--- src/rtl/rotary_pkg.sv ---
// Shared types and helpers for the rotary value controller: acceleration
// state encoding, direction constants and a counter width helper.
package rotary_pkg;

    typedef enum logic {
        ACCEL_SLOW = 1'b0,
        ACCEL_FAST = 1'b1
    } accel_state_e;

    localparam logic DIR_CW  = 1'b1;
    localparam logic DIR_CCW = 1'b0;

    // Bits needed to hold every value in 0..max_val (never less than one).
    function automatic int unsigned cnt_width(input int unsigned max_val);
        return (max_val < 2) ? 1 : $clog2(max_val + 1);
    endfunction

endpackage

--- src/rtl/rotary_accel_tracker.sv ---
// Velocity tracker: gap timer, fast-step streak counter and SLOW/FAST state.
// Produces the increment to apply for the step currently presented.
module rotary_accel_tracker
    import rotary_pkg::*;
#(
    parameter int unsigned VALUE_WIDTH = 8,
    parameter int unsigned FAST_CYCLES = 50000,
    parameter int unsigned STREAK_LEN  = 3,
    parameter int unsigned ACCEL_STEP  = 4
) (
    input  logic                 clk_i,
    input  logic                 rst_ni,
    input  logic                 step_i,
    input  logic                 dir_i,
    input  logic                 clear_i,
    output logic [VALUE_WIDTH:0] step_size_o,
    output logic                 fast_o
);

    localparam int unsigned TIMER_WIDTH  = cnt_width(FAST_CYCLES);
    localparam int unsigned STREAK_WIDTH = cnt_width(STREAK_LEN);

    localparam logic [TIMER_WIDTH-1:0]  TIMER_SAT  = TIMER_WIDTH'(FAST_CYCLES);
    localparam logic [TIMER_WIDTH-1:0]  TIMER_ONE  = TIMER_WIDTH'(1);
    localparam logic [STREAK_WIDTH-1:0] STREAK_TOP = STREAK_WIDTH'(STREAK_LEN);
    localparam logic [STREAK_WIDTH-1:0] STREAK_ONE = STREAK_WIDTH'(1);
    localparam logic [VALUE_WIDTH:0]    SIZE_ONE   = (VALUE_WIDTH+1)'(1);
    localparam logic [VALUE_WIDTH:0]    SIZE_ACCEL = (VALUE_WIDTH+1)'(ACCEL_STEP);

    accel_state_e            state_q, state_d;
    logic [TIMER_WIDTH-1:0]  timer_q, timer_d;
    logic [STREAK_WIDTH-1:0] streak_q, streak_d;
    logic                    last_dir_q, last_dir_d;

    logic                    hit;
    logic [STREAK_WIDTH-1:0] streak_inc;

    // Judged against the timer as it stood before this edge, so a step on the
    // saturating edge still counts as fast.
    assign hit        = (timer_q < TIMER_SAT) && (dir_i == last_dir_q);
    assign streak_inc = (streak_q < STREAK_TOP) ? streak_q + STREAK_ONE : STREAK_TOP;

    always_comb begin
        state_d     = state_q;
        timer_d     = timer_q;
        streak_d    = streak_q;
        last_dir_d  = last_dir_q;
        step_size_o = SIZE_ONE;
        if (clear_i) begin
            timer_d  = TIMER_SAT;
            streak_d = '0;
            state_d  = ACCEL_SLOW;
        end else if (step_i) begin
            timer_d    = '0;
            last_dir_d = dir_i;
            if (hit) begin
                if (state_q == ACCEL_FAST) step_size_o = SIZE_ACCEL;
                streak_d = streak_inc;
                if (streak_inc == STREAK_TOP) state_d = ACCEL_FAST;
            end else begin
                streak_d = '0;
                state_d  = ACCEL_SLOW;
            end
        end else if (timer_q < TIMER_SAT) begin
            timer_d = timer_q + TIMER_ONE;
            if (timer_d == TIMER_SAT) begin
                state_d  = ACCEL_SLOW;
                streak_d = '0;
            end
        end
    end

    always_ff @(posedge clk_i) begin
        if (!rst_ni) begin
            state_q    <= ACCEL_SLOW;
            timer_q    <= TIMER_SAT;
            streak_q   <= '0;
            last_dir_q <= DIR_CW;
        end else begin
            state_q    <= state_d;
            timer_q    <= timer_d;
            streak_q   <= streak_d;
            last_dir_q <= last_dir_d;
        end
    end

    assign fast_o = (state_q == ACCEL_FAST);

endmodule

--- src/rtl/rotary_value_ctrl.sv ---
// Bounded user setting driven by encoder detent steps, with saturate or wrap.
// Define ROTARY_VALUE_CTRL_ACCEL_EN to build in velocity-based acceleration.
module rotary_value_ctrl
    import rotary_pkg::*;
#(
    parameter int unsigned VALUE_WIDTH = 8,
    parameter int unsigned VALUE_MIN   = 0,
    parameter int unsigned VALUE_MAX   = 255,
    parameter int unsigned VALUE_INIT  = 0,
    parameter int unsigned WRAP        = 0,
    parameter int unsigned FAST_CYCLES = 50000,
    parameter int unsigned STREAK_LEN  = 3,
    parameter int unsigned ACCEL_STEP  = 4
) (
    input  logic                   i_clk,
    input  logic                   i_rst_n,
    input  logic                   i_step,
    input  logic                   i_step_cw,
    input  logic                   i_load,
    input  logic [VALUE_WIDTH-1:0] i_load_value,
    output logic [VALUE_WIDTH-1:0] o_value,
    output logic                   o_changed,
    output logic                   o_at_min,
    output logic                   o_at_max,
    output logic                   o_fast
);

    if (!(VALUE_MIN < VALUE_MAX && VALUE_MAX < (2 ** VALUE_WIDTH) &&
          VALUE_INIT + 1 > VALUE_MIN && VALUE_INIT <= VALUE_MAX && WRAP < 2 &&
          FAST_CYCLES > 0 && STREAK_LEN > 0 && ACCEL_STEP > 0 &&
          ACCEL_STEP <= VALUE_MAX - VALUE_MIN + 1)) begin : g_param_check
        $error("rotary_value_ctrl: illegal parameter combination");
    end

    localparam logic [VALUE_WIDTH-1:0] MIN_V   = VALUE_WIDTH'(VALUE_MIN);
    localparam logic [VALUE_WIDTH-1:0] MAX_V   = VALUE_WIDTH'(VALUE_MAX);
    localparam logic [VALUE_WIDTH-1:0] INIT_V  = VALUE_WIDTH'(VALUE_INIT);
    localparam logic [VALUE_WIDTH:0]   MIN_X   = (VALUE_WIDTH+1)'(VALUE_MIN);
    localparam logic [VALUE_WIDTH:0]   MAX_X   = (VALUE_WIDTH+1)'(VALUE_MAX);
    localparam logic [VALUE_WIDTH:0]   RANGE_X = (VALUE_WIDTH+1)'(VALUE_MAX - VALUE_MIN + 1);
    localparam logic [VALUE_WIDTH:0]   ONE_X   = (VALUE_WIDTH+1)'(1);

    logic [VALUE_WIDTH-1:0] value_q, value_d;
    logic                   changed_q, changed_d;
    logic [VALUE_WIDTH:0]   step_size;
    logic                   fast;
    logic                   cw;

    assign cw = (i_step_cw == DIR_CW);

`ifdef ROTARY_VALUE_CTRL_ACCEL_EN
    logic step_eff;
    assign step_eff = i_step & ~i_load;

    rotary_accel_tracker #(
        .VALUE_WIDTH (VALUE_WIDTH),
        .FAST_CYCLES (FAST_CYCLES),
        .STREAK_LEN  (STREAK_LEN),
        .ACCEL_STEP  (ACCEL_STEP)
    ) u_accel (
        .clk_i       (i_clk),
        .rst_ni      (i_rst_n),
        .step_i      (step_eff),
        .dir_i       (i_step_cw),
        .clear_i     (i_load),
        .step_size_o (step_size),
        .fast_o      (fast)
    );
`else
    assign step_size = ONE_X;
    assign fast      = 1'b0;
`endif

    // All range arithmetic is one bit wider than the value so that neither the
    // sum nor the offset-plus-range term can overflow or underflow.
    logic [VALUE_WIDTH:0] val_x, off_x, load_x;
    logic [VALUE_WIDTH:0] up_x, wrap_up_x;
    logic [VALUE_WIDTH:0] sat_up_x, sat_dn_x, wrap_inc_x, wrap_dec_x;
    logic [VALUE_WIDTH:0] load_clamp_x, next_x;

    assign val_x     = {1'b0, value_q};
    assign off_x     = val_x - MIN_X;
    assign load_x    = {1'b0, i_load_value};
    assign up_x      = val_x + step_size;
    assign wrap_up_x = off_x + step_size;

    assign sat_up_x   = (up_x > MAX_X) ? MAX_X : up_x;
    assign sat_dn_x   = (off_x >= step_size) ? val_x - step_size : MIN_X;
    assign wrap_inc_x = MIN_X + ((wrap_up_x >= RANGE_X) ? wrap_up_x - RANGE_X : wrap_up_x);
    assign wrap_dec_x = MIN_X + ((off_x >= step_size) ? off_x - step_size
                                                      : off_x + RANGE_X - step_size);

    assign load_clamp_x = (load_x + ONE_X <= MIN_X) ? MIN_X :
                          (load_x > MAX_X)          ? MAX_X : load_x;

    always_comb begin
        next_x = val_x;
        if (i_load) begin
            next_x = load_clamp_x;
        end else if (i_step) begin
            if (WRAP != 0) next_x = cw ? wrap_inc_x : wrap_dec_x;
            else           next_x = cw ? sat_up_x   : sat_dn_x;
        end
    end

    assign value_d   = next_x[VALUE_WIDTH-1:0];
    assign changed_d = (next_x != val_x);

    always_ff @(posedge i_clk) begin
        if (!i_rst_n) begin
            value_q   <= INIT_V;
            changed_q <= 1'b0;
        end else begin
            value_q   <= value_d;
            changed_q <= changed_d;
        end
    end

    assign o_value   = value_q;
    assign o_changed = changed_q;
    assign o_at_min  = (value_q == MIN_V);
    assign o_at_max  = (value_q == MAX_V);
    assign o_fast    = fast;

endmodule

--- config.mk ---
export PLATFORM = sky130hd
export DESIGN_NAME = rotary_value_ctrl
export DESIGN_NICKNAME = d
export VERILOG_FILES = /design/src/rtl/rotary_pkg.sv /design/src/rtl/rotary_accel_tracker.sv /design/src/rtl/rotary_value_ctrl.sv
export SDC_FILE = /design/constraint.sdc
export NUM_CORES = 1
export LEC_CHECK = 0
export CAP_MARGIN = 15
export CORE_MARGIN = 3
export CORE_UTILIZATION = 40
export DETAILED_ROUTE_END_ITERATION = 12
export PLACE_DENSITY = 0.61
export SLEW_MARGIN = 20
export SYNTH_ARGS = -nofsm -noshare
export SYNTH_HDL_FRONTEND = slang
export SYNTH_HIERARCHICAL = 1
export SYNTH_SLANG_ARGS = --single-unit
--- constraint.sdc ---
create_clock -name i_clk -period 3.7 [get_ports i_clk]
set_input_delay 0.37 -clock i_clk [delete_from_list [all_inputs] [get_ports i_clk]]
set_output_delay 0.37 -clock i_clk [all_outputs]
set_load 0.1 [all_outputs]
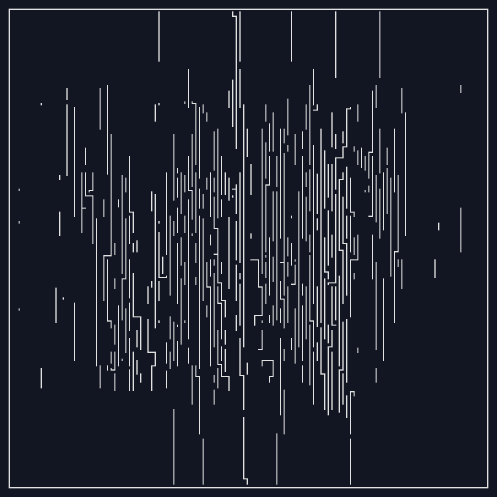
(images/met2.png)
(8 px per µm)
The layer holds 44% of the routed length. The wires run mostly vertical.
overall routed net length: 3460 µm
vias: 1325
met2 Use GR: 0.300

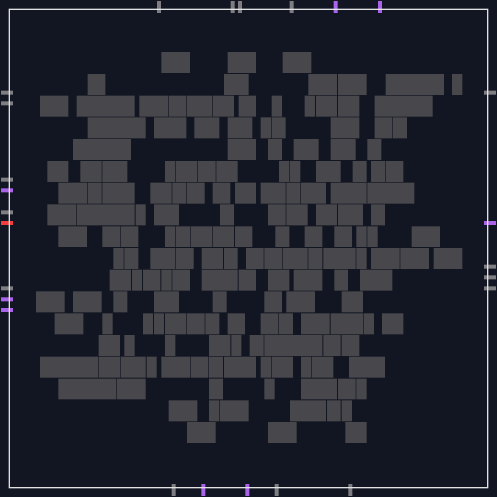
(images/pins.png)
(8 px per µm) Pins as bars across the die edge, other pins in grey.
Key: o_value = purple [pins 8, direction output, edge 3 left, 2 top, 2 bottom, 1 right]; o_changed = red [pins 1, direction output, edge left]
All pins by edge: 9 left, 6 top, 5 bottom, 5 right.
die boundary height: 59.6 µm
Die X-Extent: 59.6 µm
# port buffers: 23

==> summary.txt <==
Implementation progress

Sorting the synthesized cells by area gives the leading types as dfxtp_1 16%, nand2_1 4.6%, ha_1 4.4%. The worst setup path is captured at a register. The number of distinct library cell variants in the gate-level netlist after synthesis stands at 57. Note, the detailed placer reported a final HPWL of 2520 µm. The run finished with clean final reports. The final antenna diode count stands at 0. The number of cells produced by synthesis stands at 157. The die covers 3550 µm². By count the netlist is led by 14 x nand2_1, 9 x dfxtp_1, 9 x inv_1, 9 x o21ai_0, 8 x buf_2. The synthesized area per cell stands at 7.32 µm². The instance count along the most critical hold path stands at 3. The tool flagged a number of max-cap violations equal to 0. The total negative slack stands at 0 ps.

Per the CTS log, the buffer count on the longest clock path is 2. The number of setup buffers added after CTS is 0. The clock transition at the register clock pins on the worst setup and hold paths after CTS stands at 70 ps. In the final report, the number of pins over their slew limit comes to 0.

The register area share after synthesis stands at 0.157. The stat command in Yosys gives a chip area of 1150 µm². The pin count of the biggest net entering global routing stands at 22. The script parses the final routing iteration and logs DRC violations as 0.

The layout clock buffer count stands at 3. Measured against the total synthesized area, the mux share comes to 0.0283. The number of global-route vias before repair is 1192.
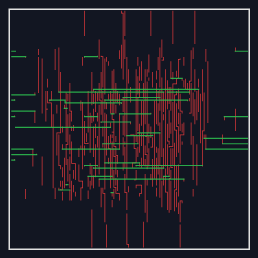
(images/metal_stack.png)
(4 px per µm) Two of the layers only.
Key: met2 = red [wire length 1520 µm]; met3 = green [wire length 334 µm]
wire length per cell after detailed routing: 17.1 µm
overall routing resource usage: 0.212

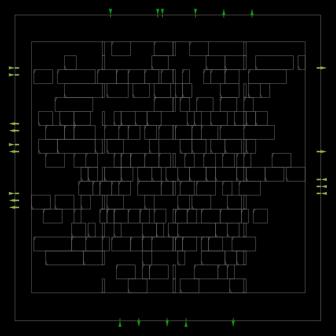
(images/final_placement.png)
number of flip-flops and latches: 9
Final Core Density: 0.529
tap cell count: 30
final standard cell count with taps included and fillers excluded: 202

==> critical path, cell delays in order (launching register included) <==
cell      delay (ps)
dfxtp_1          640
inv_1            170
ha_1             270
or4_4            600
nor3_4           200
o211ai_1         130
or4_1            500
o41a_1           420
==> layout by cell type, fill, tap and decap left out, types with 4 or more instances in the layout <==
cell type / netlist / layout
nand3_1: 4 / 4
buf_4: 1 / 4
clkdlybuf4s50_1: 0 / 21
nand4_1: 4 / 4
o21ai_0: 9 / 9
ha_1: 4 / 4
and3_1: 5 / 5
nand2_1: 14 / 14
dfxtp_1: 9 / 9
nor3_1: 7 / 7
nor4_1: 4 / 4
nand2b_1: 4 / 4
nor2_1: 5 / 5
inv_1: 9 / 9
a21oi_1: 4 / 4
==> logic make-up (layout without fill, tap and decap cells) <==
group                    count (synthesis)  count (layout)
multiplexers                             3               3
flip-flops                               9               9
other                                    1               1
adder cells (fa/ha/maj)                  4               4
AND/OR/NAND/NOR                         66              66
buffers and inverters                   23              38
XOR/XNOR                                 6               6
AND-OR/OR-AND                           45              45
==> state kept, by name, indices dropped and copies added, names as in the netlist <==
| register | flops |
|---|---|
| o_value | 8 |
| o_changed | 1 |
==> where the power goes <==
part	internal [mW]	total [mW]	switching, mW	leakage (nW)
clock network	0.0401	0.0812	0.0412	0.0177
logic	0.0778	0.222	0.145	0.425
registers	0.105	0.132	0.0267	0.0749
==> worst max path at each step <==
stage	endpoint	slack, ps	cells past startpoint
6_report	o_changed	660	7
5_1_grt	o_changed	540	7
4_1_cts	o_changed	720	7
3_5_place_dp	o_changed	750	7
3_3_place_gp	o_changed	740	7
2_1_floorplan	o_changed	120	6
==> per-layer routing <==
metal,vias up,global-route usage,routed length (µm)
met5,-,0,0
met4,0,0.0538,57
met3,6,0.0828,334
met2,66,0.300,1520
met1,630,0.299,1550
li1,623,-,-
Power figures rest on the tool's default switching activity, not on a simulated workload.
